[src/rtl/riscv_instr_encoder.sv]
// riscv_instr_encoder: turns a decoded micro-op back into a 32-bit RV32I word.
// One registered stage with valid/ready on both sides. Each word is tagged with
// an address from an internal word-address counter.
// Optional feature macro: ENC_ILLEGAL_COUNT_EN adds a saturating 8-bit illegal_cnt output.
module riscv_instr_encoder #(
    parameter int unsigned ADDR_W = 10
) (
    input  logic              clk,
    input  logic              rst_n,
    input  logic              in_valid,
    output logic              in_ready,
    input  logic [3:0]        in_class,
    input  logic [3:0]        in_alu_ctrl,
    input  logic [2:0]        in_width,
    input  logic [4:0]        in_rd,
    input  logic [4:0]        in_rs1,
    input  logic [4:0]        in_rs2,
    input  logic [31:0]       in_imm,
    input  logic              base_load,
    input  logic [ADDR_W-1:0] base_addr,
    output logic              out_valid,
    input  logic              out_ready,
    output logic [31:0]       out_instr,
    output logic [ADDR_W-1:0] out_addr,
    output logic              out_illegal
`ifdef ENC_ILLEGAL_COUNT_EN
    ,
    output logic [7:0]        illegal_cnt
`endif
);

    typedef enum logic [3:0] {
        CLS_R      = 4'd0,
        CLS_IALU   = 4'd1,
        CLS_LOAD   = 4'd2,
        CLS_STORE  = 4'd3,
        CLS_BRANCH = 4'd4,
        CLS_JAL    = 4'd5,
        CLS_JALR   = 4'd6,
        CLS_LUI    = 4'd7,
        CLS_AUIPC  = 4'd8
    } cls_e;

    localparam logic [6:0]  OP_R      = 7'b0110011;
    localparam logic [6:0]  OP_IALU   = 7'b0010011;
    localparam logic [6:0]  OP_LOAD   = 7'b0000011;
    localparam logic [6:0]  OP_STORE  = 7'b0100011;
    localparam logic [6:0]  OP_BRANCH = 7'b1100011;
    localparam logic [6:0]  OP_JAL    = 7'b1101111;
    localparam logic [6:0]  OP_JALR   = 7'b1100111;
    localparam logic [6:0]  OP_LUI    = 7'b0110111;
    localparam logic [6:0]  OP_AUIPC  = 7'b0010111;
    localparam logic [31:0] NOP_WORD  = 32'h0000_0013;

    logic              out_valid_q, out_valid_d;
    logic [31:0]       out_instr_q, out_instr_d;
    logic [ADDR_W-1:0] out_addr_q, out_addr_d;
    logic              out_illegal_q, out_illegal_d;
    logic [ADDR_W-1:0] next_addr_q, next_addr_d;

    logic        accept;
    logic [31:0] enc_instr;
    logic        enc_illegal;
    logic        fits12, fits13, fits21, shamt_ok, low12_zero;
    logic [6:0]  funct7;
    logic [2:0]  br_f3;
    logic        br_ok;
    logic        r_ok;

    assign in_ready = !out_valid_q || out_ready;
    assign accept   = in_valid && in_ready;

    // Immediate range checks: upper bits must be a pure sign extension.
    assign fits12     = (&in_imm[31:11]) || !(|in_imm[31:11]);
    assign fits13     = (&in_imm[31:12]) || !(|in_imm[31:12]);
    assign fits21     = (&in_imm[31:20]) || !(|in_imm[31:20]);
    assign shamt_ok   = !(|in_imm[31:5]);
    assign low12_zero = !(|in_imm[11:0]);
    assign funct7     = (in_alu_ctrl == 4'b1000 || in_alu_ctrl == 4'b1101) ? 7'b0100000 : 7'b0000000;
    assign r_ok       = !in_alu_ctrl[3] || in_alu_ctrl == 4'b1000 || in_alu_ctrl == 4'b1101;

    // Branch code to B-type funct3 translation.
    always_comb begin
        br_f3 = 3'b000;
        br_ok = 1'b1;
        case (in_alu_ctrl)
            4'b1000: br_f3 = 3'b000;
            4'b1001: br_f3 = 3'b001;
            4'b1010: br_f3 = 3'b100;
            4'b1011: br_f3 = 3'b101;
            4'b1100: br_f3 = 3'b110;
            4'b1101: br_f3 = 3'b111;
            default: br_ok = 1'b0;
        endcase
    end

    // Field packing per instruction class; anything unencodable becomes a NOP.
    always_comb begin
        enc_instr   = NOP_WORD;
        enc_illegal = 1'b1;
        case (in_class)
            CLS_R: begin
                if (r_ok) begin
                    enc_instr   = {funct7, in_rs2, in_rs1, in_alu_ctrl[2:0], in_rd, OP_R};
                    enc_illegal = 1'b0;
                end
            end
            CLS_IALU: begin
                case (in_alu_ctrl)
                    4'b0000, 4'b0010, 4'b0011, 4'b0100, 4'b0110, 4'b0111: begin
                        if (fits12) begin
                            enc_instr   = {in_imm[11:0], in_rs1, in_alu_ctrl[2:0], in_rd, OP_IALU};
                            enc_illegal = 1'b0;
                        end
                    end
                    4'b0001, 4'b0101, 4'b1101: begin
                        if (shamt_ok) begin
                            enc_instr   = {funct7, in_imm[4:0], in_rs1, in_alu_ctrl[2:0], in_rd, OP_IALU};
                            enc_illegal = 1'b0;
                        end
                    end
                    default: ;
                endcase
            end
            CLS_LOAD: begin
                if (fits12 && (in_width == 3'b000 || in_width == 3'b001 || in_width == 3'b010 ||
                               in_width == 3'b100 || in_width == 3'b101)) begin
                    enc_instr   = {in_imm[11:0], in_rs1, in_width, in_rd, OP_LOAD};
                    enc_illegal = 1'b0;
                end
            end
            CLS_STORE: begin
                if (fits12 && (in_width == 3'b000 || in_width == 3'b001 || in_width == 3'b010)) begin
                    enc_instr   = {in_imm[11:5], in_rs2, in_rs1, in_width, in_imm[4:0], OP_STORE};
                    enc_illegal = 1'b0;
                end
            end
            CLS_BRANCH: begin
                if (br_ok && fits13 && !in_imm[0]) begin
                    enc_instr   = {in_imm[12], in_imm[10:5], in_rs2, in_rs1, br_f3,
                                   in_imm[4:1], in_imm[11], OP_BRANCH};
                    enc_illegal = 1'b0;
                end
            end
            CLS_JAL: begin
                if (fits21 && !in_imm[0]) begin
                    enc_instr   = {in_imm[20], in_imm[10:1], in_imm[11], in_imm[19:12], in_rd, OP_JAL};
                    enc_illegal = 1'b0;
                end
            end
            CLS_JALR: begin
                if (fits12) begin
                    enc_instr   = {in_imm[11:0], in_rs1, 3'b000, in_rd, OP_JALR};
                    enc_illegal = 1'b0;
                end
            end
            CLS_LUI, CLS_AUIPC: begin
                if (low12_zero) begin
                    enc_instr   = {in_imm[31:12], in_rd, (in_class == CLS_LUI) ? OP_LUI : OP_AUIPC};
                    enc_illegal = 1'b0;
                end
            end
            default: ;
        endcase
    end

    // Next-state for the output stage and the address counter; base_load beats increment.
    always_comb begin
        out_valid_d   = out_valid_q;
        out_instr_d   = out_instr_q;
        out_addr_d    = out_addr_q;
        out_illegal_d = out_illegal_q;
        next_addr_d   = next_addr_q;
        if (accept) begin
            out_valid_d   = 1'b1;
            out_instr_d   = enc_instr;
            out_illegal_d = enc_illegal;
        end else if (out_ready) begin
            out_valid_d   = 1'b0;
        end
        if (base_load) begin
            if (accept) begin
                out_addr_d  = base_addr;
                next_addr_d = base_addr + ADDR_W'(1);
            end else begin
                next_addr_d = base_addr;
            end
        end else if (accept) begin
            out_addr_d  = next_addr_q;
            next_addr_d = next_addr_q + ADDR_W'(1);
        end
    end

    // Pipeline and counter registers with synchronous active-low reset.
    always_ff @(posedge clk) begin
        if (!rst_n) begin
            out_valid_q   <= 1'b0;
            out_instr_q   <= '0;
            out_addr_q    <= '0;
            out_illegal_q <= 1'b0;
            next_addr_q   <= '0;
        end else begin
            out_valid_q   <= out_valid_d;
            out_instr_q   <= out_instr_d;
            out_addr_q    <= out_addr_d;
            out_illegal_q <= out_illegal_d;
            next_addr_q   <= next_addr_d;
        end
    end

    assign out_valid   = out_valid_q;
    assign out_instr   = out_instr_q;
    assign out_addr    = out_addr_q;
    assign out_illegal = out_illegal_q;

`ifdef ENC_ILLEGAL_COUNT_EN
    logic [7:0] illegal_cnt_q, illegal_cnt_d;

    // Saturating count of accepted illegal micro-ops, cleared by base_load.
    always_comb begin
        illegal_cnt_d = illegal_cnt_q;
        if (base_load) begin
            illegal_cnt_d = (accept && enc_illegal) ? 8'd1 : 8'd0;
        end else if (accept && enc_illegal && illegal_cnt_q != 8'hFF) begin
            illegal_cnt_d = illegal_cnt_q + 8'd1;
        end
    end

    // Illegal counter register.
    always_ff @(posedge clk) begin
        if (!rst_n) begin
            illegal_cnt_q <= '0;
        end else begin
            illegal_cnt_q <= illegal_cnt_d;
        end
    end

    assign illegal_cnt = illegal_cnt_q;
`endif

endmodule
[config.mk]
export PLATFORM = sky130hd
export DESIGN_NAME = riscv_instr_encoder
export DESIGN_NICKNAME = d
export VERILOG_FILES = /design/src/rtl/riscv_instr_encoder.sv
export SDC_FILE = /design/constraint.sdc
export NUM_CORES = 1
export LEC_CHECK = 0
export ABC_AREA = 1
export CAP_MARGIN = 20
export CELL_PAD_IN_SITES_DETAIL_PLACEMENT = 0
export CELL_PAD_IN_SITES_GLOBAL_PLACEMENT = 1
export CORE_ASPECT_RATIO = 1.1
export CORE_UTILIZATION = 36
export CTS_BUF_LIST = sky130_fd_sc_hd__clkbuf_4
export CTS_CLUSTER_SIZE = 28
export DETAILED_ROUTE_END_ITERATION = 8
export HOLD_SLACK_MARGIN = 0.02
export PLACE_DENSITY = 0.95
export SYNTH_ARGS = -nofsm -noshare
export SYNTH_HDL_FRONTEND = slang
export SYNTH_SLANG_ARGS = --single-unit
export TNS_END_PERCENT = 5
[constraint.sdc]
create_clock -name clk -period 3.25 [get_ports clk]
set_clock_uncertainty 0.2 [all_clocks]
set_input_delay 0.65 -clock clk [delete_from_list [all_inputs] [get_ports clk]]
set_output_delay 0.65 -clock clk [all_outputs]
set_load 0.005 [all_outputs]
==> results.sh, run 1 <==
# implementation run metrics
export IMPL_seq_area_share_pct=19.11
export IMPL_xor_area_share_pct=1.048
export IMPL_buf_share_pct=22.99
export IMPL_largest_reg_flops=31
export IMPL_post_cts_resized=0
export IMPL_met2_length_mm=6.633
export IMPL_inverters=58
export IMPL_edf_count=0
export IMPL_rrSetupSlack_ps=1250
export IMPL_hold_violations=0
export IMPL_warnings=26
export IMPL_startpoint="in_class[0]"
export IMPL_ys_flops=53
export IMPL_finalNonFillerCells=962
export IMPL_outcome="completed"
export IMPL_fin_crit_ps=2744
export IMPL_holdBufCountCts=0
export IMPL_root_buffer="clkbuf_4"
export IMPL_met3_usage_pct=2.664
export IMPL_io_buffers=117
export IMPL_syn_area_sq_um=4179
export IMPL_endpoint_kind="flop"
export IMPL_antenna_found_initial=1
export IMPL_critPathMaxStageDelay_ps=560
export IMPL_comb_share_pct=49.72
export IMPL_hold_path_class="flop to flop"
export IMPL_period_used_pct=84.44
export IMPL_clkCellAreaFrac_pct=0.9015
## run 1: logic make-up after synthesis
group,after synthesis
compound gates,135
fa+ha+maj,2
buf+inv,84
xor+xnor,5
simple gates,422
flops,53
## run 1: through the flow
stage          setup slack (ps)  hold slack, ps  cell area [sq um]  total power [uW]
2_1_floorplan              1135           261.8               4179             862.3
3_3_place_gp              185.6           258.5               5499              1062
3_5_place_dp              153.2           256.3               5499              1065
4_1_cts                   551.8           276.1               5549              1351
5_1_grt                   333.1           297.4               5552              1421
6_report                  505.8           276.4               5552              1344
## run 1: path summary, 6_finish.rpt
check / to / cells after the start
setup / recovery: out_instr[14] / 12
hold / removal: out_addr[0] / 2
setup reg to reg: next_addr_q[7] / 10
hold reg to reg: out_addr[0] / 2
Run 1, M1 wires:
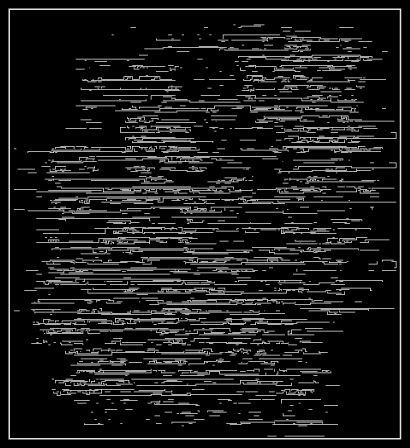
wire length on this layer: 6400 um
share of all routed wire: 46%
longest straight run: 31.7 um

Run 1, M2 wires:
The bar under the picture is 20 um long.
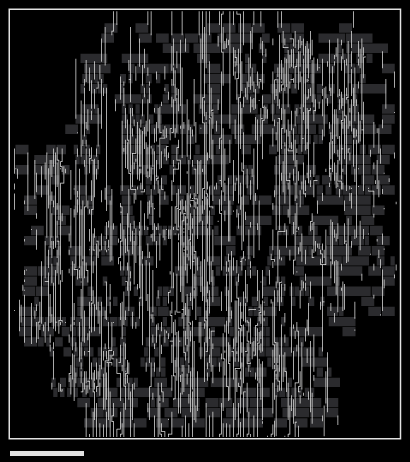
nets with wire on the layer: 700
longest straight run: 33.0 um
main direction: vertical
wire length on this layer: 6630 um

Run 1, the metal 3 layer:
The bar under the picture is 20 um long.
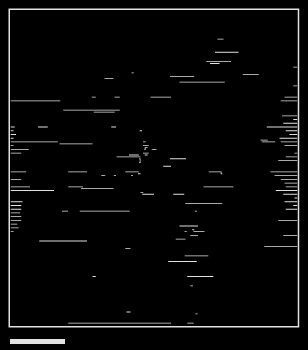
nets with wire on the layer: 98
share of all routed wire: 4.2%
main direction: horizontal

==> run 2: changes to the inputs <==
Settings changed: CORE_UTILIZATION 36 to 33, PLACE_DENSITY 0.95 to 0.92.
Clock period 3.25 ns to 2.67 ns, I/O delays scaled along.
Run 2, congestion heat map:
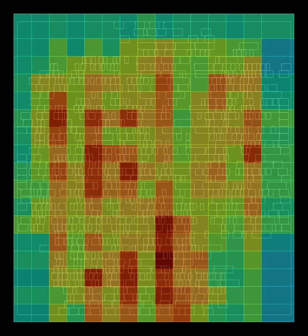
GR Util met1: 28.05%
gr usage total: 21.62%

==> results.sh, run 2 <==
# implementation run metrics
export IMPL_finalNonFillerCells=1011
export IMPL_holdBufCountCts=0
export IMPL_drc=0
export IMPL_clkCellAreaFrac_pct=0.8482
export IMPL_avgSynthCellArea_sq_um=5.961
export IMPL_post_cts_resized=0
export IMPL_placed_cell_area_sq_um=5848
export IMPL_top_area_share_pct=25.39
export IMPL_largest_reg_flops=31
export IMPL_warnings=26
export IMPL_path_depth=13
export IMPL_io_buffers=117
export IMPL_ys_flops=53
export IMPL_r2r_end="next_addr_q[8]"
export IMPL_inverters=58
export IMPL_die_w_um=109.3
export IMPL_outcome="completed"
export IMPL_hold_ws_ps=275.4
export IMPL_fp_coreArea_sq_um=12190
export IMPL_final_setup_worst_slack_ps=278.3
export IMPL_fin_crit_ps=2392
export IMPL_period_used_pct=89.58
export IMPL_min_to="out_instr[13]"
export IMPL_fin_nets=930
export IMPL_seq_area_share_pct=17.98
export IMPL_syn_area_sq_um=4179
export IMPL_final_max_slew_viol_count=0
export IMPL_met2_length_mm=6.893
export IMPL_cts_sinks=53
export IMPL_hold_violations=0
export IMPL_clk_pin_slew_worst_paths_ps=150
export IMPL_critPathMaxStageDelay_ps=590
export IMPL_endpoint_kind="flop"
export IMPL_holdPathStages=2
export IMPL_buf_share_pct=27.40
export IMPL_dpl_worst_slack_ps=-123.4
export IMPL_startpoint="in_imm[20]"
export IMPL_gp_congestion=0.8572
export IMPL_crit_end="out_instr[22]"
export IMPL_root_buffer="clkbuf_4"
export IMPL_comb_share_pct=46.78
export IMPL_worst_pin_slew_ps=398.1
export IMPL_rrSetupSlack_ps=800
export IMPL_synth_cell_types=46
export IMPL_p_per_area_nw_per_um2=285.2
export IMPL_antenna_found_initial=1
[run 2: cell counts after synthesis]
Identical to the previous run, type by type.
[run 2: cell families after synthesis]
| group | share of synthesized area [%] |
|---|---|
| AND/OR/NAND/NOR | 45.33 |
| flip-flops | 25.39 |
| adder cells (fa/ha/maj) | 0.5987 |
| AND-OR/OR-AND | 19.07 |
| buffers and inverters | 8.563 |
| XOR/XNOR | 1.048 |
[run 2: routing by layer]
layer  vias to the layer above  global-route usage [%]
met2                       133                   38.01
met3                        12                   1.955
met5                         -                       0
li1                       2636                       -
met4                         0                   5.250
met1                      2254                   28.05
[run 2: power breakdown]
part | switching, uW | total, uW | internal (uW)
Combinational | 246 | 479 | 233
Clock | 263 | 360 | 96.2
Sequential | 21.4 | 844 | 823
Total | 531 | 1680 | 1150
No activity file was given, so power comes from the tool's default toggle rates.
